`src/rtl/btn_debounce.sv`:
```
// Push-button conditioner: synchroniser, debounce FSM, press/release/long-press pulses.
// Optional auto-repeat of btn_press during a long hold: define BTN_DEBOUNCE_AUTO_REPEAT_EN.
module btn_debounce #(
    parameter int CLK_FREQ_HZ   = 10_000_000,
    parameter int DEBOUNCE_MS   = 20,
    parameter int LONG_PRESS_MS = 1000,
    parameter int REPEAT_MS     = 200,
    parameter int SYNC_STAGES   = 2
) (
    input  logic clk,
    input  logic reset,
    input  logic btn_in,
    output logic btn_level,
    output logic btn_press,
    output logic btn_release,
    output logic btn_long
);

    localparam int DB_CYCLES     = CLK_FREQ_HZ / 1000 * DEBOUNCE_MS;
    localparam int LONG_CYCLES   = CLK_FREQ_HZ / 1000 * LONG_PRESS_MS;
    localparam int REPEAT_CYCLES = CLK_FREQ_HZ / 1000 * REPEAT_MS;
    localparam int DB_W          = $clog2(DB_CYCLES + 1);
    localparam int LONG_W        = $clog2(LONG_CYCLES + 1);

    localparam logic [DB_W-1:0]   DB_ONE    = DB_W'(1);
    localparam logic [DB_W-1:0]   DB_MAX    = DB_W'(DB_CYCLES);
    localparam logic [LONG_W-1:0] LONG_MAX  = LONG_W'(LONG_CYCLES);
    localparam logic [LONG_W-1:0] LONG_LAST = LONG_W'(LONG_CYCLES - 1);

    if (DB_CYCLES < 1)   begin : g_bad_db   $error("DB_CYCLES must be >= 1");   end
    if (LONG_CYCLES < 1) begin : g_bad_long $error("LONG_CYCLES must be >= 1"); end
    if (SYNC_STAGES < 2) begin : g_bad_sync $error("SYNC_STAGES must be >= 2"); end
`ifdef BTN_DEBOUNCE_AUTO_REPEAT_EN
    if (REPEAT_CYCLES < 1) begin : g_bad_rep $error("REPEAT_CYCLES must be >= 1"); end
`else
    if (REPEAT_CYCLES < 0) begin : g_bad_rep $error("REPEAT_CYCLES must be >= 0"); end
`endif

    typedef enum logic [2:0] {
        IDLE,
        DB_PRESS,
        HELD,
        LONG_HELD,
        DB_RELEASE
    } state_t;

    state_t                   state;
    logic [SYNC_STAGES-1:0]   sync_q;
    logic                     s;
    logic [DB_W-1:0]          db_cnt;
    logic [LONG_W-1:0]        hold_cnt;
    logic                     was_long;

    // NOTE: the synchroniser is cleared by reset so a button held through reset
    // is seen as a fresh rising edge and gets debounced again.
    always_ff @(posedge clk) begin
        if (reset) sync_q <= '0;
        else       sync_q <= {sync_q[SYNC_STAGES-2:0], btn_in};
    end

    assign s = sync_q[SYNC_STAGES-1];

`ifdef BTN_DEBOUNCE_AUTO_REPEAT_EN
    localparam int REP_W = $clog2(REPEAT_CYCLES + 1);
    localparam logic [REP_W-1:0] REP_LAST = REP_W'(REPEAT_CYCLES - 1);
    logic [REP_W-1:0] rep_cnt;
`endif

    always_ff @(posedge clk) begin
        if (reset) begin
            state       <= IDLE;
            db_cnt      <= '0;
            hold_cnt    <= '0;
            was_long    <= 1'b0;
            btn_level   <= 1'b0;
            btn_press   <= 1'b0;
            btn_release <= 1'b0;
            btn_long    <= 1'b0;
`ifdef BTN_DEBOUNCE_AUTO_REPEAT_EN
            rep_cnt     <= '0;
`endif
        end else begin
            btn_press   <= 1'b0;
            btn_release <= 1'b0;
            btn_long    <= 1'b0;
            case (state)
                IDLE: begin
                    if (s) begin
                        state  <= DB_PRESS;
                        db_cnt <= DB_ONE;
                    end
                end
                DB_PRESS: begin
                    if (!s) begin
                        state  <= IDLE;
                        db_cnt <= '0;
                    end else if (db_cnt >= DB_MAX) begin
                        state     <= HELD;
                        btn_level <= 1'b1;
                        btn_press <= 1'b1;
                        hold_cnt  <= '0;
                        was_long  <= 1'b0;
                        db_cnt    <= '0;
                    end else begin
                        db_cnt <= db_cnt + DB_ONE;
                    end
                end
                HELD: begin
                    if (hold_cnt < LONG_MAX) hold_cnt <= hold_cnt + LONG_W'(1);
                    if (!s) begin
                        state  <= DB_RELEASE;
                        db_cnt <= DB_ONE;
                    end else if (hold_cnt >= LONG_LAST) begin
                        state    <= LONG_HELD;
                        btn_long <= 1'b1;
                        was_long <= 1'b1;
`ifdef BTN_DEBOUNCE_AUTO_REPEAT_EN
                        rep_cnt  <= '0;
`endif
                    end
                end
                LONG_HELD: begin
                    if (!s) begin
                        state  <= DB_RELEASE;
                        db_cnt <= DB_ONE;
                    end
`ifdef BTN_DEBOUNCE_AUTO_REPEAT_EN
                    else if (rep_cnt >= REP_LAST) begin
                        btn_press <= 1'b1;
                        rep_cnt   <= '0;
                    end else begin
                        rep_cnt <= rep_cnt + REP_W'(1);
                    end
`endif
                end
                DB_RELEASE: begin
                    // Long-press timer keeps running through a release glitch.
                    if (hold_cnt < LONG_MAX) hold_cnt <= hold_cnt + LONG_W'(1);
                    if (s) begin
                        state  <= was_long ? LONG_HELD : HELD;
                        db_cnt <= '0;
`ifdef BTN_DEBOUNCE_AUTO_REPEAT_EN
                        rep_cnt <= '0;
`endif
                    end else if (db_cnt >= DB_MAX) begin
                        state       <= IDLE;
                        btn_level   <= 1'b0;
                        btn_release <= 1'b1;
                        db_cnt      <= '0;
                    end else begin
                        db_cnt <= db_cnt + DB_ONE;
                    end
                end
                default: state <= IDLE;
            endcase
        end
    end

endmodule

```
`config.mk`:
```
export PLATFORM = sky130hd
export DESIGN_NAME = btn_debounce
export DESIGN_NICKNAME = d
export VERILOG_FILES = /design/src/rtl/btn_debounce.sv
export SDC_FILE = /design/constraint.sdc
export NUM_CORES = 1
export LEC_CHECK = 0
export CORE_MARGIN = 2
export CORE_UTILIZATION = 45
export DETAILED_ROUTE_END_ITERATION = 16
export PLACE_DENSITY = 0.67
export SYNTH_ARGS = -nofsm -noshare
export SYNTH_HDL_FRONTEND = slang
export SYNTH_SLANG_ARGS = --single-unit
```
`constraint.sdc`:
```
create_clock -name clk -period 5.5 [get_ports clk]
set_input_delay 0.825 -clock clk [delete_from_list [all_inputs] [get_ports clk]]
set_output_delay 0.825 -clock clk [all_outputs]
set_load 0.02 [all_outputs]
```
==> results.toml, run 1 <==
# physical design summary
[outcome]
outcome = "completed"

[synth]
postSynthCellCount = 342
most_common_cell = "dfxtp_1"
compound_area_share_pct = 19.3
synth.top_cell.area_share_pct = 37.8
ys_seq_share_pct = 37.8
logic_family = "simple AND/OR/NAND/NOR gates"
yosys.area_share.adder_pct = 1.36
ys_warn_count = 0
edf_count = 0
yosys_area_um2 = 2760
simple_gate_area_share_pct = 32.9
synthMuxAreaShare_pct = 0.727

[hold_path]
hold_start = "sync_q[0]"
min_path_type = "flop to flop"
whs_path_depth = 1

[clock_network]
cts_made_buffers = 5
cts_setup_buffers = 0
ctsResizeCount = 0
cts.sinks = 52
clk_latency_ns = 0.30
cts_max_level = 2

[final_layout]
synthToLayoutAreaGrowth_pct = 7.18
nMultiInputCombCells = 264
comb_area_share_pct = 54.2
lay_top_cells = "dfxtp_1, a21oi_1, nand2_1"
clkbuf_count = 5
drive_gt1_share_pct = 6.18
bufAreaShareNonClock_pct = 2.54
logic_area_um2 = 1600
regArea_um2 = 1040
top_regs = "hold_cnt: 24 flops, db_cnt: 18 flops, state: 3 flops"
largest_class = "combinational gates"

[placement]
portBuffers = 6

[floorplan]
die-area_um2 = 6760
die-height_um = 82.2
ioPinCount = 7
rows = 28
fp_util_pct = 46.5

[setup_path]
cp_num_buf_inv = 0
cp-endpoint = "hold_cnt[15]"
worst-r2r-setup-slack_ns = 2.65
slowest_delay_ns = 1.11
worst-path-stages = 5
end_kind = "flop"
crit_type = "flop to flop"

[final_timing]
finalSetupTns_ns = 0
fin_crit_sh_pct = 51.7
clock_skew_ns = 0.00801
grt_setup_unrepaired = "false"
max-slew-margin-rel_pct = 14.1
worst_pin_slew_ns = 1.29

[grt]
grt_pass1_vias = 2169
antenna_found_initial = 0

[route]
drtAntennaViolNets = 0
drt_pass1_iterations = 4
wl_um = 5950
drt_iter0_drc = 218

[power]
irDropWorstVdd_mv = 0.116
power.density_nw_per_um2 = 226
p_leak_nw = 0.877

[job]
openroad.warnings = 28
-- run 1: metrics by stage --
step	setup WS [ns]	hold WS [ns]	instance area, um^2
2_1_floorplan	3.35	0.414	2760
3_3_place_gp	2.77	0.419	2840
3_5_place_dp	2.71	0.427	2840
4_1_cts	2.70	0.455	2950
5_1_grt	2.40	0.474	2950
6_report	2.65	0.448	2950
-- run 1: power groups by stage --
stage / clock, mW / sequential (mW) / combinational (mW)
after floorplan: 0 / 0.388 / 0.0197
after global placement: 0 / 0.390 / 0.0248
after detailed placement: 0 / 0.390 / 0.0252
after CTS: 0.269 / 0.382 / 0.0253
after global routing: 0.281 / 0.382 / 0.0283
final: 0.260 / 0.382 / 0.0250
-- run 1: layer usage --
metal	up-vias	routed length (um)
li1	1287	-
met1	1191	2920
met2	54	2790
met3	7	185
met4	0	55
met5	-	0
Figure 1. Wires at chosen ports, followed through buffers (run 1).
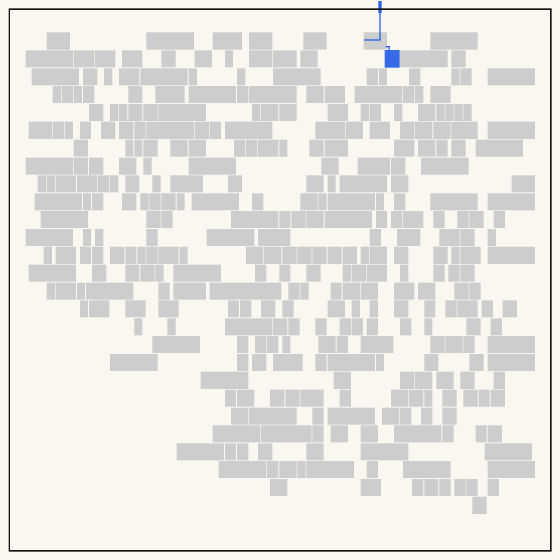
Blue marks btn_in, bits 1, direction input, end cells 1, buffers 1, wire 9.50 um.

Figure 2. Placed cells, one colour a class (run 1).
Scale bar: 20 um.
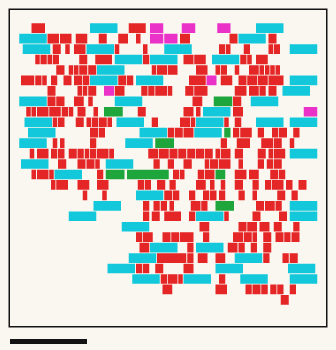
Green marks clock drivers and dummy loads, cells 8, share of their area 3.9%. Red marks combinational and other logic, cells 272, share of their area 57%. Cyan marks sequential cells, cells 52, share of their area 36%. Magenta marks remaining buffers and delay cells, cells 8, share of their area 2.6%.

Figure 3. Track usage over the die (run 1).
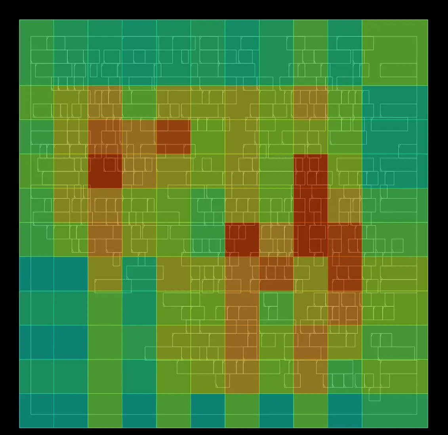
GR peak layer: met2
met3 usage: 3.26%
M1 GR Usage: 25.4%

Figure 4. Drive-strength map (run 1).
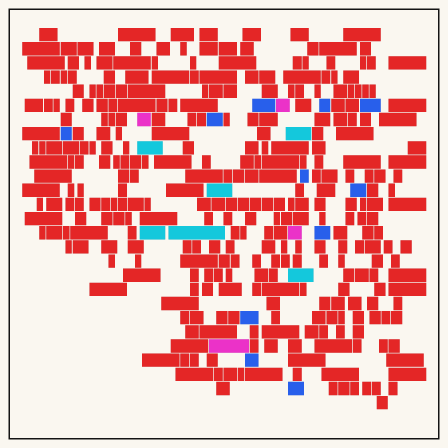
Red marks _0 and _1 cells, cells 319, share 94%. Cyan marks _6 and larger, cells 6, share 1.8%. Magenta marks _3 and _4 cells, cells 4, share 1.2%. Blue marks _2 cells, cells 11, share 3.2%.

==> run 2, diff against run 1 <==
==> constraint.sdc (replaced) <==
create_clock -name clk -period 2.8 [get_ports clk]
set_input_delay 0.42 -clock clk [delete_from_list [all_inputs] [get_ports clk]]
set_output_delay 0.42 -clock clk [all_outputs]
set_load 0.02 [all_outputs]
==> results.toml, run 2 <==
# physical design summary
[route]
wl_met1_um = 2990
drtAntennaViolNets = 0
wl_met2_um = 2950
wl_um = 6170
drt_pass1_iterations = 4
wl_met3_um = 226
drcViolationCount = 0
drt_iter0_drc = 168

[clock_network]
cts_max_level = 2
clk_latency_ns = 0.31
cts_made_buffers = 5
ctsResizeCount = 0
cts_setup_buffers = 0
cts.sinks = 52

[power]
p_leak_nw = 0.894
irDropWorstVdd_mv = 0.271
clock_net_power_mw = 0.447
powerComb_mw = 0.0518
power.density_nw_per_um2 = 419
powerSeq_mw = 0.750
power_leader = "registers"

[grt]
use_met1_pct = 24.5
antenna_found_initial = 0
overflow = 0
busiest_layer = "met2"
grt_pass1_vias = 2242
globalRouteMet3Util_pct = 3.26

[synth]
simple_gate_area_share_pct = 32.9
logic_family = "simple AND/OR/NAND/NOR gates"
synth.top_cell.area_share_pct = 37.8
most_common_cell = "dfxtp_1"
ys_warn_count = 0
synthMuxAreaShare_pct = 0.727
postSynthCellCount = 342
yosys_area_um2 = 2760
edf_count = 0
yosys.area_share.adder_pct = 1.36
ys_seq_share_pct = 37.8

[final_timing]
fin_crit_sh_pct = 82.7
worst_pin_slew_ns = 0.887
max-slew-margin-rel_pct = 40.5
clock_skew_ns = 0.0128
holdWs_ns = 0.454
grt_setup_unrepaired = "false"

[placement]
portBuffers = 6
place_ws_ns = 0.488
place_area_um2 = 2890

[hold_path]
hold_start = "sync_q[0]"
min_path_type = "flop to flop"

[outcome]
outcome = "completed"

[setup_path]
rr_endpoint = "hold_cnt[20]"
end_kind = "flop"
cp_num_buf_inv = 0
worst-r2r-setup-slack_ns = 0.48
crit_chain = "nand4_4 -> or4_1 -> or4_1 -> or3_1 -> a21oi_1"

[final_layout]
drive_gt1_share_pct = 7.51
synthToLayoutAreaGrowth_pct = 8.17
lay_top_cells = "dfxtp_1, a21oi_1, nand2_1"
top_regs = "hold_cnt: 24 flops, db_cnt: 18 flops, state: 3 flops"
final_area_um2 = 2980

[job]
openroad.warnings = 28

[floorplan]
ioPinCount = 7
die-height_um = 82.2
rows = 28
-- run 2: cell counts after synthesis --
Identical to the previous run, type by type.
-- run 2: worst max-delay path by stage --
stage	from	to	slack [ns]	cells after the start
global placement	hold_cnt[2]	hold_cnt[20]	0.55	5
detailed placement	hold_cnt[2]	hold_cnt[18]	0.49	5
CTS	hold_cnt[2]	hold_cnt[18]	0.48	5
floorplan	hold_cnt[2]	hold_cnt[15]	0.65	6
global route	hold_cnt[2]	hold_cnt[20]	0.30	5
finish	hold_cnt[2]	hold_cnt[20]	0.48	5
-- run 2: cell type report --
type	count	area (um^2)
well taps	75	93.8
clock buffers	7	86.3
flip-flops and latches	52	1040
clock inverters	1	7.51
inverters	8	30.0
repair buffers	14	120
fillers	574	2940
multi-input cells	264	1600
Figure 5. Wiring heat map (run 2).
Scale bar: 20 um. The die is cut into 16 by 16 equal tiles; dark purple is low, yellow is high, scaled to the fullest tile. Values are wire area over tile area, all layers added.
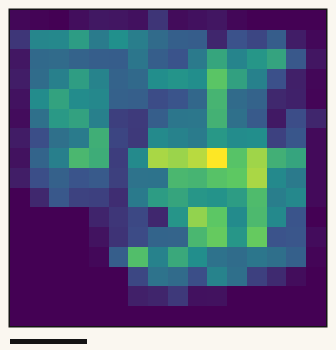
18% of the tiles are over half the peak. The fullest tile reaches 0.51. The emptiest ninth of the die: south-west. The densest ninth of the die: centre. 23% of the tiles are nearly empty.

Figure 6. Placed cells, one colour a class (run 2).
Scale bar: 20 um.
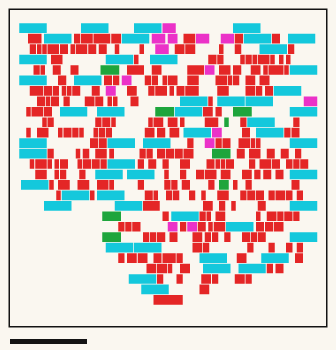
Cyan marks sequential cells, cells 52, share of their area 36%. Magenta marks remaining buffers and delay cells, cells 14, share of their area 4.2%. Red marks combinational and other logic, cells 272, share of their area 57%. Green marks clock drivers and dummy loads, cells 8, share of their area 3.3%.

Figure 7. Wires at chosen ports, followed through buffers (run 2).
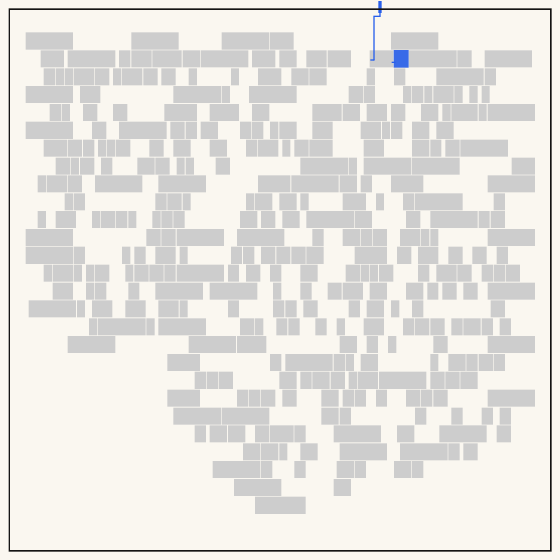
Blue marks btn_in, bits 1, direction input, end cells 1, buffers 1, wire 9.20 um.

Power and IR drop assume default switching activity.
